## src/rtl/watch_pkg.sv

```systemverilog
// Shared BCD calendar definitions for the watch datapath.
// Provides field reset values, field limits, the packed load layout and
// the BCD helpers (digit validity, leap year, month length). The setting
// stage imports the same package for its cursor limits.
package watch_pkg;

    localparam int unsigned BCD_W  = 8;
    localparam int unsigned TIME_W = 6 * BCD_W;

    typedef logic [BCD_W-1:0] bcd_t;

    // Packed load/compare layout: yy in the top byte, ss in the bottom byte.
    typedef struct packed {
        bcd_t yy;
        bcd_t mm;
        bcd_t dd;
        bcd_t hh;
        bcd_t mi;
        bcd_t ss;
    } cal_time_t;

    // Reset values (calendar starts at 2000-01-01 00:00:00).
    localparam bcd_t YEAR_RST   = 8'h00;
    localparam bcd_t MONTH_RST  = 8'h01;
    localparam bcd_t DAY_RST    = 8'h01;
    localparam bcd_t HOUR_RST   = 8'h00;
    localparam bcd_t MINUTE_RST = 8'h00;
    localparam bcd_t SECOND_RST = 8'h00;

    // Field limits.
    localparam bcd_t SECOND_MAX = 8'h59;
    localparam bcd_t MINUTE_MAX = 8'h59;
    localparam bcd_t HOUR_MAX   = 8'h23;
    localparam bcd_t MONTH_MAX  = 8'h12;
    localparam bcd_t YEAR_MAX   = 8'h99;
    localparam bcd_t FIELD_ZERO = 8'h00;
    localparam bcd_t FIELD_ONE  = 8'h01;

    // Both digits in 0..9.
    function automatic logic bcd_valid(input bcd_t v);
        return (v[7:4] <= 4'd9) && (v[3:0] <= 4'd9);
    endfunction

    // yy mod 4 == 0 without a binary conversion: 10 mod 4 == 2, so
    // yy mod 4 == (2*tens + ones) mod 4, and only tens[0] matters.
    function automatic logic is_leap(input bcd_t yy);
        logic [1:0] r;
        r = yy[1:0] + {yy[4], 1'b0};
        return (r == 2'd0);
    endfunction

    // Month length in BCD for a given yy/mm.
    function automatic bcd_t days_in_month(input bcd_t yy, input bcd_t mm);
        bcd_t d;
        d = 8'h31;
        case (mm)
            8'h04, 8'h06, 8'h09, 8'h11: d = 8'h30;
            8'h02:                      d = is_leap(yy) ? 8'h29 : 8'h28;
            default:                    d = 8'h31;
        endcase
        return d;
    endfunction

endpackage

```

## src/rtl/watch_bcd_field.sv

```systemverilog
// One BCD calendar field: 8-bit register with load, increment and wrap.
// Ports:
//   clk, rst      clock, async active-low reset (to RST_VAL)
//   inc           advance this field by one
//   load          take load_val (wins over inc)
//   load_val      value to load
//   min, max      wrap range; at max an increment returns to min
//   value         current registered field value
//   carry         inc while at max, feeds the next field up
module watch_bcd_field
    import watch_pkg::*;
#(
    parameter bcd_t RST_VAL = 8'h00
) (
    input  logic clk,
    input  logic rst,
    input  logic inc,
    input  logic load,
    input  bcd_t load_val,
    input  bcd_t min,
    input  bcd_t max,
    output bcd_t value,
    output logic carry
);

    bcd_t value_q;
    bcd_t value_d;

    // Next value: load, else BCD increment with wrap at max.
    always_comb begin
        value_d = value_q;
        if (load) begin
            value_d = load_val;
        end else if (inc) begin
            if (value_q == max) begin
                value_d = min;
            end else if (value_q[3:0] == 4'd9) begin
                value_d = {value_q[7:4] + 4'd1, 4'd0};
            end else begin
                value_d = {value_q[7:4], value_q[3:0] + 4'd1};
            end
        end
    end

    always_ff @(posedge clk or negedge rst) begin
        if (!rst) begin
            value_q <= RST_VAL;
        end else begin
            value_q <= value_d;
        end
    end

    assign value = value_q;
    assign carry = inc && (value_q == max);

endmodule

```

## src/rtl/watch_counter.sv

```systemverilog
// Real-time clock/calendar core (2000-2099, leap-year aware).
// Divides clk to a 1 Hz advance, runs a single-edge BCD cascade and
// accepts validated full time/date loads from the setting stage.
// Ports:
//   clk, rst       clock, async active-low reset
//   run            count enable for prescaler and calendar
//   en_time        load strobe; bin_time packed yy,mm,dd,hh,mi,ss (BCD)
//   year..second   registered BCD calendar fields
//   tick           one-cycle pulse in the first cycle of a new second
//   load_err       one-cycle pulse when a load is rejected
module watch_counter
    import watch_pkg::*;
#(
    parameter int unsigned CLK_HZ = 50_000_000
) (
    input  logic              clk,
    input  logic              rst,
    input  logic              run,
    input  logic              en_time,
    input  logic [TIME_W-1:0] bin_time,
    output logic [BCD_W-1:0]  year,
    output logic [BCD_W-1:0]  month,
    output logic [BCD_W-1:0]  day,
    output logic [BCD_W-1:0]  hour,
    output logic [BCD_W-1:0]  minute,
    output logic [BCD_W-1:0]  second,
    output logic              tick,
    output logic              load_err
);

    localparam int unsigned        PRESC_W  = $clog2(CLK_HZ);
    localparam logic [PRESC_W-1:0] PRESC_TC = PRESC_W'(CLK_HZ - 1);

    logic [PRESC_W-1:0] presc_q;
    logic [PRESC_W-1:0] presc_d;
    logic               tick_q;
    logic               load_err_q;

    cal_time_t ld;
    logic      load_valid_c;
    logic      at_tc_c;
    logic      load_ok_c;
    logic      load_bad_c;
    logic      advance_c;
    logic      count_c;
    bcd_t      day_max_c;

    logic carry_ss;
    logic carry_mi;
    logic carry_hh;
    logic carry_dd;
    logic carry_mm;
    logic unused_carry_yy;

    assign ld = cal_time_t'(bin_time);

    // Accept only well-formed BCD within every field range, day checked
    // against the length of the month being loaded.
    always_comb begin
        load_valid_c = bcd_valid(ld.yy) && bcd_valid(ld.mm) && bcd_valid(ld.dd) &&
                       bcd_valid(ld.hh) && bcd_valid(ld.mi) && bcd_valid(ld.ss) &&
                       (ld.mm >= FIELD_ONE) && (ld.mm <= MONTH_MAX) &&
                       (ld.dd >= FIELD_ONE) && (ld.dd <= days_in_month(ld.yy, ld.mm)) &&
                       (ld.hh <= HOUR_MAX) && (ld.mi <= MINUTE_MAX) &&
                       (ld.ss <= SECOND_MAX);
    end

    // Any load (good or bad) blocks counting in that cycle.
    assign at_tc_c    = (presc_q == PRESC_TC);
    assign load_ok_c  = en_time && load_valid_c;
    assign load_bad_c = en_time && !load_valid_c;
    assign count_c    = run && !en_time;
    assign advance_c  = count_c && at_tc_c;

    always_comb begin
        presc_d = presc_q;
        if (load_ok_c) begin
            presc_d = '0;
        end else if (count_c) begin
            presc_d = at_tc_c ? '0 : presc_q + PRESC_W'(1);
        end
    end

    always_ff @(posedge clk or negedge rst) begin
        if (!rst) begin
            presc_q    <= '0;
            tick_q     <= 1'b0;
            load_err_q <= 1'b0;
        end else begin
            presc_q    <= presc_d;
            tick_q     <= advance_c;
            load_err_q <= load_bad_c;
        end
    end

    assign tick     = tick_q;
    assign load_err = load_err_q;

    // Day wraps at the length of the current month/year.
    assign day_max_c = days_in_month(year, month);

    // Carry chain is combinational so the whole cascade lands on one edge.
    watch_bcd_field #(.RST_VAL(SECOND_RST)) u_second (
        .clk      (clk),
        .rst      (rst),
        .inc      (advance_c),
        .load     (load_ok_c),
        .load_val (ld.ss),
        .min      (FIELD_ZERO),
        .max      (SECOND_MAX),
        .value    (second),
        .carry    (carry_ss)
    );

    watch_bcd_field #(.RST_VAL(MINUTE_RST)) u_minute (
        .clk      (clk),
        .rst      (rst),
        .inc      (carry_ss),
        .load     (load_ok_c),
        .load_val (ld.mi),
        .min      (FIELD_ZERO),
        .max      (MINUTE_MAX),
        .value    (minute),
        .carry    (carry_mi)
    );

    watch_bcd_field #(.RST_VAL(HOUR_RST)) u_hour (
        .clk      (clk),
        .rst      (rst),
        .inc      (carry_mi),
        .load     (load_ok_c),
        .load_val (ld.hh),
        .min      (FIELD_ZERO),
        .max      (HOUR_MAX),
        .value    (hour),
        .carry    (carry_hh)
    );

    watch_bcd_field #(.RST_VAL(DAY_RST)) u_day (
        .clk      (clk),
        .rst      (rst),
        .inc      (carry_hh),
        .load     (load_ok_c),
        .load_val (ld.dd),
        .min      (FIELD_ONE),
        .max      (day_max_c),
        .value    (day),
        .carry    (carry_dd)
    );

    watch_bcd_field #(.RST_VAL(MONTH_RST)) u_month (
        .clk      (clk),
        .rst      (rst),
        .inc      (carry_dd),
        .load     (load_ok_c),
        .load_val (ld.mm),
        .min      (FIELD_ONE),
        .max      (MONTH_MAX),
        .value    (month),
        .carry    (carry_mm)
    );

    // Year 99 wraps to 00 with nowhere further to carry.
    watch_bcd_field #(.RST_VAL(YEAR_RST)) u_year (
        .clk      (clk),
        .rst      (rst),
        .inc      (carry_mm),
        .load     (load_ok_c),
        .load_val (ld.yy),
        .min      (FIELD_ZERO),
        .max      (YEAR_MAX),
        .value    (year),
        .carry    (unused_carry_yy)
    );

endmodule

```

## config.mk

```make
export PLATFORM = sky130hd
export DESIGN_NAME = watch_counter
export DESIGN_NICKNAME = d
export VERILOG_FILES = /design/src/rtl/watch_pkg.sv /design/src/rtl/watch_bcd_field.sv /design/src/rtl/watch_counter.sv
export SDC_FILE = /design/constraint.sdc
export NUM_CORES = 1
export LEC_CHECK = 0
export ABC_CLOCK_PERIOD_IN_PS = 15100
export CORE_ASPECT_RATIO = 1.4
export CORE_MARGIN = 2
export CORE_UTILIZATION = 55
export CTS_CLUSTER_DIAMETER = 200
export DETAILED_ROUTE_END_ITERATION = 10
export PLACE_DENSITY = 0.89
export SYNTH_ARGS = -nofsm -noshare
export SYNTH_HDL_FRONTEND = slang
export SYNTH_HIERARCHICAL = 1
export SYNTH_SLANG_ARGS = --single-unit
```

## constraint.sdc

```tcl
create_clock -name clk -period 15.1 [get_ports clk]
set_input_delay 3.02 -clock clk [delete_from_list [all_inputs] [get_ports clk]]
set_output_delay 3.02 -clock clk [all_outputs]
set_load 0.05 [all_outputs]
```

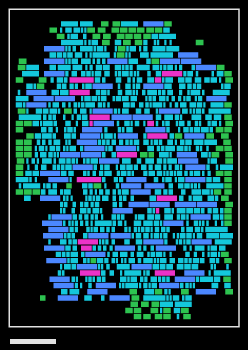
(run_1/cell_classes.png)
The bar under the picture is 20 µm long.
legend:
  clock drivers and dummy loads:
    color: magenta
    cells: 16
    share_of_their_area: 3.9%
  other buffers and delay cells:
    color: green
    cells: 104
    share_of_their_area: 12%
  flip-flops:
    color: blue
    cells: 76
    share_of_their_area: 23%
  all other logic:
    color: cyan
    cells: 752
    share_of_their_area: 61%

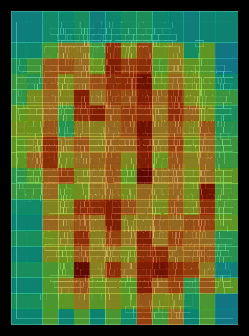
(run_1/final_congestion.png)
Final Util: 68.2%
GR Util met3: 4.18%

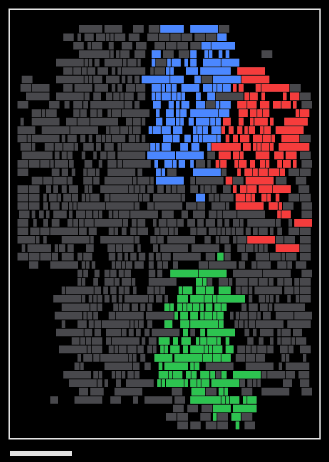
(run_1/hierarchy.png)
The bar under the picture is 20 µm long. Other cells in gray.
legend:
  `u_hour`:
    color: blue
    cells: 97
    where: top center
  `u_year`:
    color: green
    cells: 96
  `u_day`:
    color: red
    cells: 94
not colored: 661

==> qor.txt, run 1 <==
Top cells excl fill/tap: 100 x clkdlybuf4s50_1, 93 x conb_1, 79 x o21ai_0, 74 x dfrtp_1, 51 x nand2_1
Crit path kind: input pin to register
Post-route ant nets: 0
OpenROAD warnings: 27
CP startpoint: en_time
Initial antenna violation count: 0
CP required: 15.37 ns
Vias per cell: 6.03
Worst hold path depth: 1
CP most frequent cell: clkinv_1
Row count: 48
Global routing met2 resource utilization: 47.1%
Fin crit share: 70.7%
Final Wtd Congestion: 0.915
Worst setup slack after layout: 4.42 ns
FF-to-FF End: u_year/value[7]$_DFFE_PN0P_
Fin Setup TNS: 0 ns
Inst Count DP: 1,082
RSZ-0062 raised after global routing: false
Largest net degree at the start of global routing: 77
Clock Sinks: 76
Status: finished, final reports clean
Layout cell share with drive strength beyond 1: 10.1%
Largest stage delay on the critical path: 0.62 ns
Final wirelength: 18,000 µm
I/O Buffers: 101
Area grow syn2layout: 20.2%
Router iterations before antenna repair: 5
Clk buf depth: 2
Placed Area: 8150 µm²
Reg2reg setup slack: 6.92 ns
Design area: 8480 µm²
CP Launch Type: input pin
Post-Syn Area: 7050 µm²
M1 GR Usage: 30.6%
CTS Root Cell: clkbuf_16
Late-Pin Clk Latency: 0.34 ns
PostCTS Resize Cnt: 0
Core Region: 12,400 µm²
Initial Utilization: 56.7%
Logic area: 4900 µm²
Worst Max-Slew Pin Slew: 0.991 ns
Overall power: 521 µW
CTS Buf Count: 9
Hold Crit Class: register to register
Dominant logic cell type in the layout: clkdlybuf4s50_1
Die height: 138 µm
Setup Skew: 0.0103 ns
Cell Pwr Density: 61.4 nW/µm²
LEAKAGE: 0.00328 µW
Mean post-synth cell area: 9.01 µm²
Critical path capture point: u_year/value[7]$_DFFE_PN0P_
Postcts setup bufs: 0
Pre-CTS WS: 4.20 ns
Reg clk slew, reported paths: 0.06 ns
Register area: 1900 µm²
# fillers: 972
Ports: 102
Busiest grt layer: met2
Setup Viol. Count Final: 0
Cells along the critical path: clkdlybuf4s50_1 > nand2b_1 > nor4_1 > buf_4 > clkinv_1 > nor2_1 > clkinv_1 > nor2_1 > clkinv_1 > nor2_1 > clkinv_1 > nor2_1 > clkinv_1 > nor2_1 > clkinv_1 > or4_1 > a2bb2oi_1 > a221oi_1 > o21ai_1
Chip Area: 13,800 µm²
First-pass GRT wire length: 29,300 µm
Worst-path maximum fanout: 12
Max_cap viols: 0
Fmax: 93.6 MHz
Post-detail-place hpwl: 13,200 µm
WL/cell: 16.4 µm
Hold slack: 0.484 ns
Max-slew headroom: 33.9%
WHS Endpoint: presc_q[22]$_DFFE_PN0P_
Biggest register: presc_q
Cells after synthesis: 783
run 1: critical path, delay by kind of cell:
family	cells	cell delay [ns]
AOI/OAI and AO/OA	3	0.34
buffers and inverters	8	3.29
and+or+nand+nor	8	4.28
run 1: power breakdown:
part	internal, µW	switching (µW)
Sequential	208	6.92
Combinational	30.4	39.1
Clock	149	86.9
Total	388	133
run 1: layer usage:
layer / vias to the layer above / part of all wire, % / routed length (µm)
met5: - / 0 / 0
met4: 0 / 3.6 / 645
met3: 55 / 5.3 / 947
met2: 286 / 51 / 9220
met1: 3123 / 40 / 7140
li1: 3155 / - / -
run 1: final cells by class:
class                      instances  area share, %
inverter                          35           1.55
tap                              150           2.21
sequential                        76           22.5
clock inverter                     6           1.03
multi-input combinational        717           57.8
timing repair buffer             104           12.2
clock buffer                      10           2.82
==> inputs of run 2 (changes only) <==
Settings changed: ABC_CLOCK_PERIOD_IN_PS 15100 to 9570, CORE_UTILIZATION 55 to 51, PLACE_DENSITY 0.89 to 0.87.
Clock period 15.1 ns to 9.57 ns, I/O delays scaled along.
==> run 2 against run 1 <==
Clock skew is 0.0031 ns lower. Synthesized area unchanged. Power up 46%. Flip-flop count unchanged. First-iteration DRC count down 27%. Setup slack lost 3.6 ns. Non-clock buffer count up 1. Global-route usage shrank 1.7 points. Die size grew 7.6%.
==> qor.txt, run 2 <==
Multi-In Gates: 717
WL met3: 1070 µm
Largest net degree at the start of global routing: 77
Nonclk inv count: 35
CTS Root Cell: clkbuf_16
Worst-path maximum fanout: 12
Area grow syn2layout: 20.1%
Router iterations before antenna repair: 5
GR Util met3: 4.80%
Status: finished, final reports clean
Die height: 143 µm
Fin Setup TNS: 0 ns
Clock Sinks: 76
Top cells excl fill/tap: 100 x clkdlybuf4s50_1, 93 x conb_1, 79 x o21ai_0, 74 x dfrtp_1, 51 x nand2_1
Logic area: 4900 µm²
Hold Crit Class: register to register
Core Region: 13,500 µm²
I/O Buffers: 101
Crit path depth: 20
# Taps: 182
Worst hold path depth: 1
Cells after synthesis: 783
CTS Buf Count: 9
Sequential cells: 76
Worst Max-Slew Pin Slew: 1.00 ns
Largest area class, layout: combinational gates
Reg2reg setup slack: 2.30 ns
Vias per cell: 5.84
Late-Pin Clk Latency: 0.33 ns
Row count: 50
Non-CTS buffers: 105
Worst Path Buf+Inv: 9
Metal2 WL: 9400 µm
Max_cap viols: 0
Fin crit share: 91.4%
Dominant logic cell type in the layout: clkdlybuf4s50_1
RSZ-0062 raised after global routing: false
First-pass GRT wire length: 29,300 µm
Top Family by Delay on Critical Path: simple AND/OR/NAND/NOR gates
Clk buf depth: 2
Cell Pwr Density: 89.5 nW/µm²
Final Wtd Congestion: 0.941
Largest stage delay on the critical path: 0.61 ns
Mean post-synth cell area: 9.01 µm²
Non-clock buffering overhead: 12.3%
Cells along the critical path: clkdlybuf4s50_1 > nand2b_1 > nor4_1 > buf_4 > clkinv_1 > nor2_2 > clkinv_1 > nor2_1 > buf_4 > clkinv_1 > nor2_1 > clkinv_1 > nor2_2 > clkinv_1 > nor2_1 > clkinv_1 > or4_1 > a2bb2oi_1 > a221oi_1 > o21ai_1
Biggest register: presc_q
==> run 2: cell count changes in the layout (fill, tap and decap cells not counted) <==
cell and delta:
clkbuf_1 +4, bufinv_16 -2, clkinv_4 -2, nor2_1 -2
nor2_2 +2, buf_4 +1
==> run 2: report_power, final <==
group / total (µW) / switching [µW] / internal, µW
logic: 109 / 61.1 / 48.1
registers: 339 / 10.2 / 329
clock network: 310 / 128 / 182
total: 759 / 199 / 559
==> run 2: per-stage QoR <==
stage               worst slack, ns  hold WS [ns]  total power, µW  instances  cell area [µm²]
finish                        0.820         0.505              759       1131             8470
global route                 0.0717         0.526              787       1131             8470
CTS                           0.505         0.498              764       1131             8470
detailed placement            0.202         0.487              453       1115             8200
global placement              0.511         0.476              451       1115             8200
floorplan                      3.49         0.443              404        874             7390
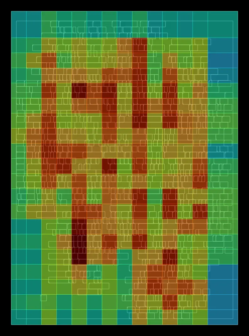
(run_2/final_congestion.png)
WL/cell: 16.0 µm
Final Util: 63.0%
global routing met2 resource utilization: 42.9%
busiest grt layer: met2
M1 GR Usage: 28.9%

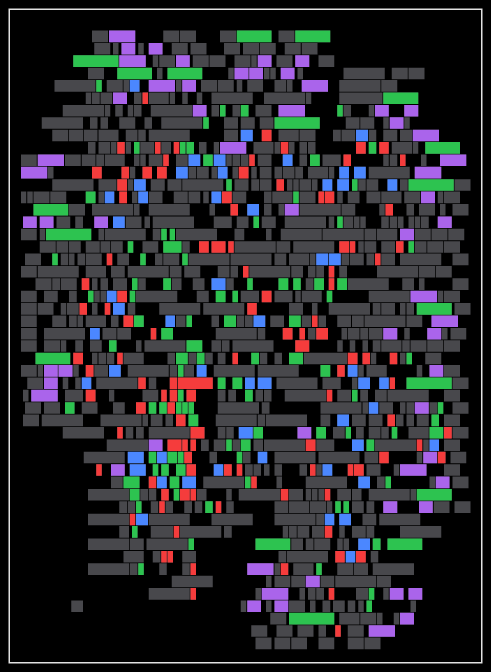
(run_2/gate_families.png)
legend:
  NAND gates:
    color: green
    cells: 115
    most_used: nand2_1
  NOR gates:
    color: red
    cells: 109
    most_used: nor2_1
  AND and OR gates:
    color: blue
    cells: 54
  XOR/XNOR gates:
    color: purple
    cells: 59
    most_used: xnor2_1
    where: all over the die

Power figures rest on the tool's default switching activity, not on a simulated workload.
